[src/rtl/aud_player.sv]
// Audio playback engine: SRAM samples serialized MSB-first onto I2S DACDAT on BCLK.
// Optional build macro AUD_PLAYER_INTERP_EN: linear interpolation in slow mode.
module aud_player (
    input  logic        i_clk,
    input  logic        i_rst_n,
    input  logic        i_lrc,
    input  logic        i_start,
    input  logic        i_pause,
    input  logic        i_stop,
    input  logic        i_fast,
    input  logic [2:0]  i_speed,
    input  logic [19:0] i_end_addr,
    input  logic [15:0] i_sram_data,
    output logic [19:0] o_address,
    output logic        o_dacdat,
    output logic        o_done
);
    typedef enum logic [1:0] {S_IDLE, S_PLAY, S_PAUSE, S_DONE} state_t;

    state_t      state, state_nx;
    logic [19:0] addr, addr_nx;
    logic [2:0]  k, k_nx;
    logic [15:0] sr, sr_nx;
    logic [4:0]  cnt, cnt_nx;
    logic        dac_nx;
    logic        lrc_prev;
    logic        pause_pend, pause_pend_nx;
    logic        armed, armed_nx;

    logic        fall, rise;
    logic [3:0]  bit_idx;
    logic [20:0] next_pos;
    logic [2:0]  k_adv;
    logic [15:0] load_val;

    assign fall    = lrc_prev & ~i_lrc;
    assign rise    = ~lrc_prev & i_lrc;
    assign bit_idx = cnt[3:0] - 4'd1;
    assign o_done  = (state == S_DONE);

`ifdef AUD_PLAYER_INTERP_EN
    logic [15:0]        s1, s1_nx;
    logic [1:0]         fcnt, fcnt_nx;
    logic [3:0]         n_r, n_r_nx;
    logic               slow_r, slow_r_nx;
    logic [20:0]        s1_pos;
    logic [19:0]        s1_addr;
    logic signed [16:0] diff;
    logic signed [19:0] prod;
    logic [15:0]        step;

    assign s1_pos   = {1'b0, addr} + 21'd1;
    assign s1_addr  = (s1_pos > {1'b0, i_end_addr}) ? i_end_addr : s1_pos[19:0];
    assign diff     = $signed({s1[15], s1}) - $signed({i_sram_data[15], i_sram_data});
    assign prod     = $signed({{3{diff[16]}}, diff}) * $signed({17'd0, k});
    assign step     = 16'(prod / $signed({16'd0, n_r}));
    assign load_val = slow_r ? (i_sram_data + step) : i_sram_data;
    // s1 is fetched by pointing the SRAM at the next sample for two cycles after the boundary
    assign o_address = (fcnt != 2'd0) ? s1_addr : addr;
`else
    assign load_val  = i_sram_data;
    assign o_address = addr;
`endif

    always_comb begin
        k_adv = '0;
        if (i_fast) begin
            next_pos = {1'b0, addr} + {18'd0, i_speed} + 21'd1;
        end else if (k >= i_speed) begin
            next_pos = {1'b0, addr} + 21'd1;
        end else begin
            next_pos = {1'b0, addr};
            k_adv    = k + 3'd1;
        end
    end

    always_comb begin
        state_nx      = state;
        addr_nx       = addr;
        k_nx          = k;
        sr_nx         = sr;
        cnt_nx        = cnt;
        pause_pend_nx = pause_pend;
        armed_nx      = armed;
        dac_nx        = 1'b0;
`ifdef AUD_PLAYER_INTERP_EN
        s1_nx     = (fcnt == 2'd1) ? i_sram_data : s1;
        fcnt_nx   = (fcnt == 2'd0) ? 2'd0 : fcnt - 2'd1;
        n_r_nx    = n_r;
        slow_r_nx = slow_r;
`endif
        // A started half-frame drains even after PLAY is left for PAUSE or DONE
        if (cnt != 5'd0) begin
            dac_nx = sr[bit_idx];
            cnt_nx = cnt - 5'd1;
        end
        if (i_stop && (state == S_PLAY || state == S_PAUSE)) begin
            state_nx      = S_IDLE;
            addr_nx       = '0;
            k_nx          = '0;
            cnt_nx        = '0;
            dac_nx        = 1'b0;
            pause_pend_nx = 1'b0;
            armed_nx      = 1'b0;
`ifdef AUD_PLAYER_INTERP_EN
            fcnt_nx = '0;
`endif
        end else begin
            unique case (state)
                S_IDLE, S_DONE: begin
                    if (i_start) begin
                        state_nx      = S_PLAY;
                        addr_nx       = '0;
                        k_nx          = '0;
                        armed_nx      = 1'b0;
                        pause_pend_nx = 1'b0;
`ifdef AUD_PLAYER_INTERP_EN
                        n_r_nx    = {1'b0, i_speed} + 4'd1;
                        slow_r_nx = ~i_fast;
`endif
                    end
                end
                S_PLAY: begin
                    if (i_pause) pause_pend_nx = 1'b1;
                    if (fall) begin
                        sr_nx    = load_val;
                        cnt_nx   = 5'd16;
                        dac_nx   = 1'b0;
                        armed_nx = 1'b1;
                    end else if (rise && armed) begin
                        cnt_nx = 5'd16;
                        dac_nx = 1'b0;
                        if (next_pos > {1'b0, i_end_addr}) begin
                            state_nx = S_DONE;
                        end else begin
                            addr_nx = next_pos[19:0];
                            k_nx    = k_adv;
`ifdef AUD_PLAYER_INTERP_EN
                            fcnt_nx   = 2'd2;
                            n_r_nx    = {1'b0, i_speed} + 4'd1;
                            slow_r_nx = ~i_fast;
`endif
                            if (pause_pend || i_pause) begin
                                state_nx      = S_PAUSE;
                                pause_pend_nx = 1'b0;
                            end
                        end
                    end
                end
                S_PAUSE: begin
                    if (!i_pause && i_start) begin
                        state_nx = S_PLAY;
                        armed_nx = 1'b0;
                    end
                end
                default: state_nx = S_IDLE;
            endcase
        end
    end

    always_ff @(posedge i_clk or negedge i_rst_n) begin
        if (!i_rst_n) begin
            state      <= S_IDLE;
            addr       <= '0;
            k          <= '0;
            sr         <= '0;
            cnt        <= '0;
            o_dacdat   <= 1'b0;
            lrc_prev   <= 1'b0;
            pause_pend <= 1'b0;
            armed      <= 1'b0;
`ifdef AUD_PLAYER_INTERP_EN
            s1     <= '0;
            fcnt   <= '0;
            n_r    <= 4'd1;
            slow_r <= 1'b0;
`endif
        end else begin
            state      <= state_nx;
            addr       <= addr_nx;
            k          <= k_nx;
            sr         <= sr_nx;
            cnt        <= cnt_nx;
            o_dacdat   <= dac_nx;
            lrc_prev   <= i_lrc;
            pause_pend <= pause_pend_nx;
            armed      <= armed_nx;
`ifdef AUD_PLAYER_INTERP_EN
            s1     <= s1_nx;
            fcnt   <= fcnt_nx;
            n_r    <= n_r_nx;
            slow_r <= slow_r_nx;
`endif
        end
    end
endmodule

[config.mk]
export PLATFORM = sky130hd
export DESIGN_NAME = aud_player
export DESIGN_NICKNAME = d
export VERILOG_FILES = /design/src/rtl/aud_player.sv
export SDC_FILE = /design/constraint.sdc
export NUM_CORES = 1
export LEC_CHECK = 0
export ABC_CLOCK_PERIOD_IN_PS = 3700
export CAP_MARGIN = 20
export CORE_MARGIN = 2
export CORE_UTILIZATION = 48
export DETAILED_ROUTE_END_ITERATION = 6
export GPL_ROUTABILITY_DRIVEN = 0
export GPL_TIMING_DRIVEN = 0
export PLACE_DENSITY = 0.78
export SYNTH_ARGS = -nofsm -noshare
export SYNTH_HDL_FRONTEND = slang
export SYNTH_SLANG_ARGS = --single-unit
export TNS_END_PERCENT = 30
[constraint.sdc]
create_clock -name i_clk -period 3.7 [get_ports i_clk]
set_clock_uncertainty 0.15 [all_clocks]
set_input_delay 1.11 -clock i_clk [delete_from_list [all_inputs] [get_ports i_clk]]
set_output_delay 1.11 -clock i_clk [all_outputs]
set_load 0.005 [all_outputs]
==> report_table.html, run 1 <==
<!-- implementation run metrics -->
<table>
<tr><th>Metric</th><th>Value</th></tr>
<tr><th colspan="2">Global route</th></tr>
<tr><td>Layer carrying the most global-route usage</td><td>met2</td></tr>
<tr><td>Via count of the first global-routing pass</td><td>approximately 3,300</td></tr>
<tr><td>Maximum number of pins on one net before global-route repair</td><td>33</td></tr>
<tr><td>Met1 Usage GRT</td><td>between 20 and 30%</td></tr>
<tr><td>Antenna violations before repair</td><td>0</td></tr>
<tr><td>Met3 demand-to-capacity share in global routing</td><td>5.43%</td></tr>
<tr><td>GR Overflow Total</td><td>0</td></tr>
<tr><td>Aggregate global-route resource usage</td><td>a little under a quarter</td></tr>
<tr><td>Met2 Resource Use GR</td><td>38.7%</td></tr>
<tr><th colspan="2">Floorplanning</th></tr>
<tr><td>Die outline height</td><td>around 90 µm</td></tr>
<tr><td>Row Count</td><td>31</td></tr>
<tr><td>Well-Tap Cells</td><td>between 90 and 100</td></tr>
<tr><td>Core area</td><td>approximately 0.0072 mm²</td></tr>
<tr><td>Floorplan die width</td><td>90.3 µm</td></tr>
<tr><td>IO Count</td><td>68</td></tr>
<tr><th colspan="2">Logic synthesis</th></tr>
<tr><td>Net count after synthesis</td><td>about 460</td></tr>
<tr><td>Avg Cell Area, Syn</td><td>about 9.3 µm²</td></tr>
<tr><td>Top comb family, area</td><td>simple AND/OR/NAND/NOR gates</td></tr>
<tr><td>Share of synthesized registers carrying an async set or reset</td><td>100%</td></tr>
<tr><td>Synth mux share</td><td>9.38%</td></tr>
<tr><td>Top_reg_cell synth</td><td>dfrtp_1</td></tr>
<tr><td>Syn. warnings</td><td>0</td></tr>
<tr><td>Area fraction in compound gates after synthesis</td><td>between 10% and 20%</td></tr>
<tr><td>Simple share</td><td>between 10% and 20%</td></tr>
<tr><td>Area contributors post-synth</td><td>dfrtp_1, ha_1, mux2_2</td></tr>
<tr><td>Biggest area consumer among synthesized cells</td><td>dfrtp_1</td></tr>
<tr><td>Post-synthesis cell count</td><td>roughly 390</td></tr>
<tr><td>Fraction of post-synthesis cell area in the top cell type by area</td><td>35.0%</td></tr>
<tr><td>Adder-cell share of the synthesized area</td><td>between 10% and 20%</td></tr>
<tr><td>Count of library flops with an enable pin</td><td>0</td></tr>
<tr><td>Sequential-to-total area share from yosys stat</td><td>between 30% and 40%</td></tr>
<tr><td>Yosys stat chip area</td><td>around 0.0036 mm²</td></tr>
<tr><td>Total cells reported by yosys after synthesis</td><td>~390</td></tr>
<tr><th colspan="2">Final layout</th></tr>
<tr><td>Most frequent logic cell in the layout</td><td>clkdlybuf4s50_1</td></tr>
<tr><td>Fraction of area in multi-input gates</td><td>about half</td></tr>
<tr><td>Filler cell count</td><td>a little over 500</td></tr>
<tr><td># nets final</td><td>between 500 and 600</td></tr>
<tr><td>Share of final-layout standard cells stronger than drive strength 1</td><td>a little over a quarter</td></tr>
<tr><td>Number of logic inverters in the finished layout</td><td>32</td></tr>
<tr><td>Top cell class by occupied area</td><td>multi-input combinational cells</td></tr>
<tr><td>Final-layout non-clock buffer area share</td><td>between 10% and 20%</td></tr>
<tr><td>Most frequent logic cells in the routed design</td><td>clkdlybuf4s50_1, dfrtp_1, nand2_1, inv_1, ha_1</td></tr>
<tr><td>Count of placed standard cells in the final layout, fillers left out</td><td>between 500 and 600</td></tr>
<tr><td>Number of ordinary and repair buffers in the finished layout</td><td>106</td></tr>
<tr><td>Diode count</td><td>0</td></tr>
<tr><td>Finished Core Util</td><td>71.7%</td></tr>
<tr><td>Total number of multi-input combinational cells</td><td>around 290</td></tr>
<tr><td>Layout area overhead</td><td>44.8%</td></tr>
<tr><th colspan="2">CTS</th></tr>
<tr><td>H-tree levels</td><td>2</td></tr>
<tr><td>Total of hold buffers inserted after clock tree synthesis</td><td>0</td></tr>
<tr><td>Post-cts repair resize count</td><td>about 64</td></tr>
<tr><td>Buffer levels on the longest clock path</td><td>2</td></tr>
<tr><td>Number of clock sinks seen by CTS</td><td>around 50</td></tr>
<tr><td>Clock root buffer</td><td>clkbuf_8</td></tr>
<tr><td>Clock slew seen by the registers of the worst setup and hold paths</td><td>roughly 0.090 ns</td></tr>
<tr><td>CTS tree</td><td>done</td></tr>
<tr><th colspan="2">Timing</th></tr>
<tr><td>RSZ-0062 raised after global routing</td><td>yes</td></tr>
<tr><td>Number of pins with negative max-slew slack in the final report</td><td>0</td></tr>
<tr><td>Period utilisation layout</td><td>124%</td></tr>
<tr><td>Final-report hold violation count</td><td>0</td></tr>
<tr><td>Tightest Pin Transition</td><td>approximately 0.66 ns</td></tr>
<tr><td>Fin Hold WS</td><td>around 0.36 ns</td></tr>
<tr><td>Min Tclk post-route</td><td>between 4 and 5 ns</td></tr>
<tr><td>Final setup violation count</td><td>26</td></tr>
<tr><td>Worst Setup Slack, final</td><td>-0.884 ns</td></tr>
<tr><td>Slew Limit Headroom</td><td>between 50% and 60%</td></tr>
<tr><th colspan="2">Drt</th></tr>
<tr><td>First-pass iteration count of the detailed router</td><td>5</td></tr>
<tr><td>Average via count per standard cell</td><td>about 5.7</td></tr>
<tr><td>Routed met1 length</td><td>4220 µm</td></tr>
<tr><td>Antenna viol nets, final</td><td>0</td></tr>
<tr><td>Detail Route met3 WL</td><td>about 460 µm</td></tr>
<tr><td>Vias</td><td>3,320</td></tr>
<tr><td>Drt initial violations</td><td>about 270</td></tr>
<tr><td>Routed wire length</td><td>a little under 10,000 µm</td></tr>
<tr><td>Uppermost routed layer</td><td>met4</td></tr>
<tr><td>Length of routed met2 wiring</td><td>~4900 µm</td></tr>
<tr><th colspan="2">Placement</th></tr>
<tr><td>Area after detailed placement</td><td>between 0.004 and 0.005 mm²</td></tr>
<tr><td>Sum of net half-perimeters after detailed placement</td><td>6470 µm</td></tr>
<tr><td>Placed Instances</td><td>approximately 550</td></tr>
<tr><th colspan="2">Critical path</th></tr>
<tr><td>Reg-to-reg slack, setup</td><td>-0.55 ns</td></tr>
<tr><td>Master of the slowest instance on the critical path</td><td>ha_1</td></tr>
<tr><td>Worst setup path start</td><td>i_speed[0]</td></tr>
<tr><td>Setup crit end kind</td><td>flop</td></tr>
<tr><td>WP data required</td><td>3.78 ns</td></tr>
<tr><td>Destination of the worst register-to-register timing path</td><td>o_address[16]$_DFFE_PN0P_</td></tr>
<tr><td>Critical path, cell by cell</td><td>buf_6, ha_4, nor2b_2, o21ai_4, nand4_1, a21oi_4, buf_6, nand2_1, xnor2_1, ha_1, a21oi_1, nand3_2, nor2_4, o2111ai_2, nand2_2, a41oi_4, or2_4, buf_12, o31ai_4</td></tr>
<tr><td>Crit path largest cell delay</td><td>0.34 ns</td></tr>
<tr><td>Largest fanout on the critical path</td><td>5</td></tr>
<tr><th colspan="2">Power and ir drop</th></tr>
<tr><td>Combinational share of power</td><td>between 50% and 60%</td></tr>
<tr><td>Cell area power density</td><td>533 mW/mm²</td></tr>
<tr><td>Reg power frac</td><td>between 20% and 30%</td></tr>
<tr><td>Net load switching power</td><td>around 0.0011 W</td></tr>
<tr><td>VDD IR-drop max</td><td>0.000328 V</td></tr>
<tr><td>Share of power burned in the clock network</td><td>13.4%</td></tr>
<tr><td>Internal power</td><td>0.00167 W</td></tr>
<tr><td>Leakage</td><td>roughly 2.3 nW</td></tr>
<tr><th colspan="2">Run</th></tr>
<tr><td># Max-Cap Violations</td><td>0</td></tr>
<tr><td>Log Warnings</td><td>31</td></tr>
<tr><th colspan="2">Min path</th></tr>
<tr><td>Hold crit path type</td><td>flop to flop</td></tr>
<tr><td>Worst hold path startpoint</td><td>sr[14]$_DFFE_PN0P_</td></tr>
<tr><th colspan="2">Outcome</th></tr>
<tr><td>Failing checks</td><td>setup timing</td></tr>
<tr><td>Result of the run</td><td>finished, violations left</td></tr>
</table>
run 1: per-stage QoR:
stage / setup TNS, ns / power [W]
floorplan: -14.12 / 0.00168
global placement: -52.02 / 0.00199
detailed placement: -50.33 / 0.00204
CTS: -19.17 / 0.00258
global route: -23.01 / 0.00293
finish: -19.79 / 0.00276
run 1: registers in the layout (all words and copies together), names as in the netlist:
signal / flops
o_address: 20
sr: 16
cnt: 5
k: 3
state: 2
armed: 1
lrc_prev: 1
o_dacdat: 1
pause_pend: 1
run 1: Yosys cell counts, types with 8 or more instances:
master	number
dfrtp_1	50
ha_1	32
a21oi_1	15
nor2_1	18
inv_1	32
xnor2_1	17
clkbuf_1	9
mux2_2	18
nand3_1	22
nand2_1	40
nand4_1	8
nor2b_1	10
o21ai_0	32
Figure 1. Pin placement (run 1).
Pins as bars across the die edge, other pins in gray.
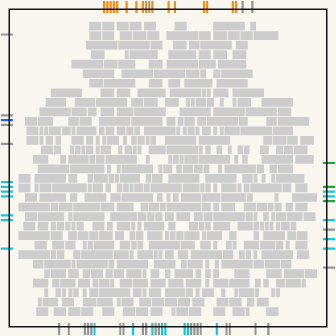
o_address: shown in cyan, pins 20, direction output, edge 8 south, 7 west, 5 east. i_speed: shown in green, pins 3, direction input, edge east. i_sram_data: shown in orange, pins 16, direction input, edge north. i_pause: shown in blue, pins 1, direction input, edge west.

Figure 2. Signal wires by layer (run 1).
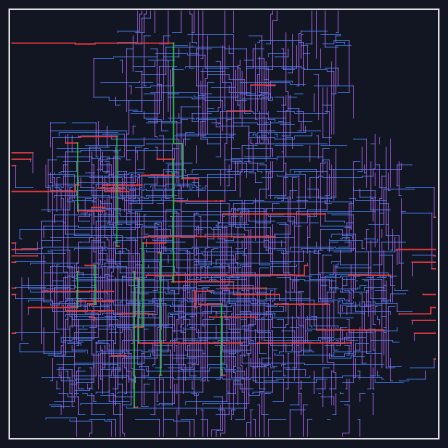
M3: shown in red, wire length 465 µm. M2: shown in purple, wire length 4,880 µm. M4: shown in green, wire length 210 µm. M1: shown in blue, wire length 4,220 µm.

Figure 3. Clock nets (run 1).
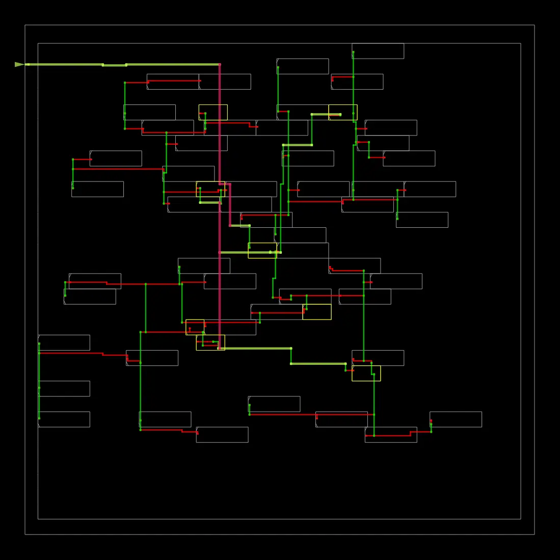
number of sequential cells in the layout: 50
Clock net power: 0.000370 W
clk_buf instances: 7
number of CTS-inserted buffers: 5

==> inputs of run 2 (changes only) <==
Settings changed: CORE_UTILIZATION 48 to 49, CTS_BUF_LIST set to sky130_fd_sc_hd__clkbuf_8, PLACE_DENSITY 0.78 to 0.79, SLEW_MARGIN set to 25.
Figure 4. Pin placement (run 2).
Pins as bars across the die edge, other pins in gray.
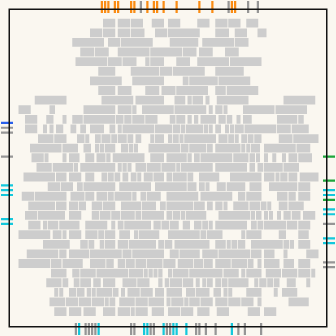
o_address: shown in cyan, pins 20, direction output, edge 9 south, 6 east, 5 west. i_speed: shown in green, pins 3, direction input, edge east. i_pause: shown in blue, pins 1, direction input, edge west. i_sram_data: shown in orange, pins 16, direction input, edge north.

==> run 2 against run 1 <==
Against the previous run:
- the run still ends with setup timing left
- worst hold slack got worse by 0.0018 ns
- sequential share of layout area increased by 0.20 points
- final area down 0.82%
- clock power decreased by 11%
- cell count decreased by 0.34%
- critical endpoint is now o_address[8]$_DFFE_PN0P_
- highest routed layer unchanged
==> report_table.html, run 2 <==
<!-- implementation run metrics -->
<table>
<tr><th>Metric</th><th>Value</th></tr>
<tr><th colspan="2">Logic synthesis</th></tr>
<tr><td>Total cells reported by yosys after synthesis</td><td>about 390</td></tr>
<tr><td>Fraction of post-synthesis cell area in the top cell type by area</td><td>between 30% and 40%</td></tr>
<tr><td>Netlist area before placement</td><td>~0.0036 mm²</td></tr>
<tr><td>Most frequently used cell type in the post-synthesis netlist</td><td>dfrtp_1</td></tr>
<tr><td>Biggest area consumer among synthesized cells</td><td>dfrtp_1</td></tr>
<tr><td>Syn. warnings</td><td>0</td></tr>
<tr><td>Area contributors post-synth</td><td>dfrtp_1, ha_1, mux2_2</td></tr>
<tr><td>Sequential-to-total area share from yosys stat</td><td>roughly a third</td></tr>
<tr><td>Share of synthesized registers carrying an async set or reset</td><td>100%</td></tr>
<tr><td>Number of distinct library cell variants in the gate-level netlist after synthesis</td><td>~49</td></tr>
<tr><td>Net count after synthesis</td><td>between 400 and 500</td></tr>
<tr><td>Count of library flops with an enable pin</td><td>0</td></tr>
<tr><td>Post-synthesis cell count</td><td>slightly below 400</td></tr>
<tr><td>Top_reg_cell synth</td><td>dfrtp_1</td></tr>
<tr><td>Avg Cell Area, Syn</td><td>between 9 and 10 µm²</td></tr>
<tr><td>Yosys stat chip area</td><td>0.00357 mm²</td></tr>
<tr><td>Most frequent cells after synthesis</td><td>dfrtp_1, nand2_1, ha_1, inv_1, o21ai_0</td></tr>
<tr><td>Count of state elements after synthesis</td><td>about 50</td></tr>
<tr><th colspan="2">Drt</th></tr>
<tr><td>Drt initial violations</td><td>about 350</td></tr>
<tr><td>Length of routed met2 wiring</td><td>4930 µm</td></tr>
<tr><td>Average via count per standard cell</td><td>roughly 5.7</td></tr>
<tr><td>Vias</td><td>between 3,000 and 4,000</td></tr>
<tr><td>Number of DRC violations after detailed routing</td><td>0</td></tr>
<tr><td>Antenna viol nets, final</td><td>0</td></tr>
<tr><td>Routed met1 length</td><td>approximately 4000 µm</td></tr>
<tr><td>Routed wire length</td><td>about 9600 µm</td></tr>
<tr><td>First-pass iteration count of the detailed router</td><td>5</td></tr>
<tr><td>Detail Route met3 WL</td><td>roughly 430 µm</td></tr>
<tr><td>Uppermost routed layer</td><td>met4</td></tr>
<tr><td>Per-cell routed wire length</td><td>16.6 µm</td></tr>
<tr><th colspan="2">CTS</th></tr>
<tr><td>Buffer levels on the longest clock path</td><td>2</td></tr>
<tr><td>Clock slew seen by the registers of the worst setup and hold paths</td><td>0.09 ns</td></tr>
<tr><td>Insertion Delay late pin</td><td>0.30 ns</td></tr>
<tr><td>Total of hold buffers inserted after clock tree synthesis</td><td>0</td></tr>
<tr><td>Number of clock sinks seen by CTS</td><td>50</td></tr>
<tr><td>H-tree levels</td><td>2</td></tr>
<tr><td>Number of CTS-inserted buffers</td><td>5</td></tr>
<tr><td>CTS tree</td><td>done</td></tr>
<tr><td>Count of buffers added by post-CTS timing repair for setup</td><td>16</td></tr>
<tr><td>Clock root buffer</td><td>clkbuf_8</td></tr>
<tr><td>Post-cts repair resize count</td><td>~78</td></tr>
<tr><th colspan="2">Power and ir drop</th></tr>
<tr><td>Share of power burned in the clock network</td><td>roughly an eighth</td></tr>
<tr><td>Leakage</td><td>between 2 and 2.5 nW</td></tr>
<tr><td>Internal power</td><td>roughly 0.0016 W</td></tr>
<tr><td>Clock net power</td><td>roughly 0.00033 W</td></tr>
<tr><td>Switching power as a share of total power</td><td>40.7%</td></tr>
<tr><td>Reg power frac</td><td>approximately 29%</td></tr>
<tr><td>Combinational share of power</td><td>between 50% and 60%</td></tr>
<tr><td>Cell area power density</td><td>between 500 and 600 mW/mm²</td></tr>
<tr><td>VDD IR-drop max</td><td>~0.00044 V</td></tr>
<tr><td>PnR Total Power</td><td>0.00274 W</td></tr>
<tr><td>Power dissipated in combinational cells</td><td>between 0.0015 and 0.002 W</td></tr>
<tr><td>Power dissipated in sequential cells</td><td>between 0.0007 and 0.0008 W</td></tr>
<tr><td>Group drawing the most power</td><td>combinational logic</td></tr>
<tr><td>Net load switching power</td><td>0.00112 W</td></tr>
<tr><th colspan="2">Final layout</th></tr>
<tr><td># nets final</td><td>about 560</td></tr>
<tr><td>Share of final-layout standard cells stronger than drive strength 1</td><td>a little over a quarter</td></tr>
<tr><td>Non-Filler Cell Area, Final</td><td>approximately 0.005 mm²</td></tr>
<tr><td>Layout area overhead</td><td>43.6%</td></tr>
<tr><td>Diode count</td><td>0</td></tr>
<tr><td>Number of flip-flops in the largest register</td><td>20</td></tr>
<tr><td>Filler cell count</td><td>roughly 460</td></tr>
<tr><td>Most frequent logic cells in the routed design</td><td>clkdlybuf4s50_1, dfrtp_1, nand2_1, inv_1, ha_1</td></tr>
<tr><td>Count of placed standard cells in the final layout, fillers left out</td><td>approximately 580</td></tr>
<tr><td>Most frequent logic cell in the layout</td><td>clkdlybuf4s50_1</td></tr>
<tr><td>Finished Core Util</td><td>just over 70%</td></tr>
<tr><th colspan="2">Placement</th></tr>
<tr><td>I/O Buffers</td><td>roughly 67</td></tr>
<tr><td>Post-Place Worst Slack</td><td>-2.07 ns</td></tr>
<tr><td>Area after detailed placement</td><td>between 0.004 and 0.005 mm²</td></tr>
<tr><td>Sum of net half-perimeters after detailed placement</td><td>6190 µm</td></tr>
<tr><td>Placed Instances</td><td>roughly 550</td></tr>
<tr><th colspan="2">Critical path</th></tr>
<tr><td>End point of the critical path</td><td>o_address[8]$_DFFE_PN0P_</td></tr>
<tr><td>Largest fanout on the critical path</td><td>10</td></tr>
<tr><td>Crit. path cell count</td><td>20</td></tr>
<tr><td>Master of the slowest instance on the critical path</td><td>or3_4</td></tr>
<tr><td>Critical path, cell by cell</td><td>buf_6, inv_1, ha_2, inv_1, fa_2, a21o_1, a22o_4, nand4_1, xnor2_2, ha_1, nand4_1, or3_4, nor3_4, a21oi_2, nand2_2, a41oi_4, buf_4, buf_6, o21ai_1, o31ai_2</td></tr>
<tr><td>Reg-to-reg slack, setup</td><td>-0.48 ns</td></tr>
<tr><td>Crit path largest cell delay</td><td>about 0.4 ns</td></tr>
<tr><td>Startpoint of the lowest-slack register-to-register path</td><td>o_address[0]$_DFFE_PN0P_</td></tr>
<tr><td>Worst setup path start</td><td>i_speed[0]</td></tr>
<tr><td>Destination of the worst register-to-register timing path</td><td>o_address[8]$_DFFE_PN0P_</td></tr>
<tr><td>Delay-heaviest family, CP</td><td>simple AND/OR/NAND/NOR gates</td></tr>
<tr><td>Number of cells on the worst reg-to-reg path</td><td>19</td></tr>
<tr><td>Critical Path Source Type</td><td>input port</td></tr>
<tr><td>Setup crit end kind</td><td>flop</td></tr>
<tr><td>Category of the most critical setup path</td><td>input port to flop</td></tr>
<tr><td>CP arrival</td><td>~4.6 ns</td></tr>
<tr><td>WP data required</td><td>~3.7 ns</td></tr>
<tr><td>Buf+Inv Stages, Crit Path</td><td>5</td></tr>
<tr><th colspan="2">Run</th></tr>
<tr><td>Log Warnings</td><td>31</td></tr>
<tr><td># Max-Cap Violations</td><td>0</td></tr>
<tr><th colspan="2">Floorplanning</th></tr>
<tr><td>Floorplan die width</td><td>between 80 and 90 µm</td></tr>
<tr><td>Floorplan utilization</td><td>roughly half</td></tr>
<tr><td>Row Count</td><td>31</td></tr>
<tr><td>Die outline height</td><td>about 90 µm</td></tr>
<tr><td>Core area</td><td>just over 0.007 mm²</td></tr>
<tr><td>Overall die area</td><td>roughly 0.008 mm²</td></tr>
<tr><td>IO Count</td><td>between 60 and 70</td></tr>
<tr><th colspan="2">Global route</th></tr>
<tr><td>Met1 Usage GRT</td><td>a little under a third</td></tr>
<tr><td>Met3 demand-to-capacity share in global routing</td><td>between 3 and 4%</td></tr>
<tr><td>Via count of the first global-routing pass</td><td>around 3,200</td></tr>
<tr><td>GR Overflow Total</td><td>0</td></tr>
<tr><td>Layer carrying the most global-route usage</td><td>met2</td></tr>
<tr><td>Aggregate global-route resource usage</td><td>roughly a quarter</td></tr>
<tr><td>Maximum number of pins on one net before global-route repair</td><td>roughly 51</td></tr>
<tr><td>Global-route wire length before repair</td><td>between 10,000 and 15,000 µm</td></tr>
<tr><td>Met2 Resource Use GR</td><td>about two fifths</td></tr>
<tr><td>Antenna violations before repair</td><td>0</td></tr>
<tr><th colspan="2">Timing</th></tr>
<tr><td>Highest attainable clock frequency</td><td>about 220 MHz</td></tr>
<tr><td>Period utilisation layout</td><td>123%</td></tr>
<tr><td>Total Neg Setup Slack</td><td>-19.51 ns</td></tr>
<tr><td>Fin Hold WS</td><td>roughly 0.36 ns</td></tr>
<tr><td>Final-report hold violation count</td><td>0</td></tr>
<tr><td>Number of pins with negative max-slew slack in the final report</td><td>0</td></tr>
<tr><td>Slew Limit Headroom</td><td>between 50% and 60%</td></tr>
<tr><td>Min Tclk post-route</td><td>between 4 and 5 ns</td></tr>
<tr><td>Tightest Pin Transition</td><td>approximately 0.64 ns</td></tr>
<tr><td>RSZ-0062 raised after global routing</td><td>yes</td></tr>
<tr><td>Worst Setup Slack, final</td><td>-0.868 ns</td></tr>
<tr><td>Final setup violation count</td><td>26</td></tr>
<tr><th colspan="2">Outcome</th></tr>
<tr><td>Failing checks</td><td>setup timing</td></tr>
<tr><td>Result of the run</td><td>finished, violations left</td></tr>
<tr><th colspan="2">Min path</th></tr>
<tr><td>Worst hold path startpoint</td><td>sr[1]$_DFFE_PN0P_</td></tr>
<tr><td>Hold-critical path endpoint</td><td>sr[1]$_DFFE_PN0P_</td></tr>
<tr><td>Hold depth</td><td>1</td></tr>
<tr><td>Hold crit path type</td><td>flop to flop</td></tr>
</table>
## run 2: cell counts after synthesis
Identical to the previous run, type by type.
## run 2: cell families after synthesis
kind of cell	count (synthesis)	synth area share (%)
flip-flops	50	35.0
AND/OR/NAND/NOR	125	17.4
adder cells (fa/ha/maj)	33	11.8
XOR/XNOR	22	5.39
multiplexers	25	9.38
buffers and inverters	46	5.18
AND-OR/OR-AND	84	15.9
## run 2: cell type report
class                      instances  area, µm²  area share (%)
inverter                          32        135            2.63
buffer                            14       95.1            1.85
multi-input combinational        289       2550            49.7
timing repair buffer              90        887            17.3
tap                               99        124            2.41
clock buffer                       6       82.6            1.61
clock inverter                     2       8.76           0.171
sequential                        50       1250            24.4
Power figures rest on the tool's default switching activity, not on a simulated workload.
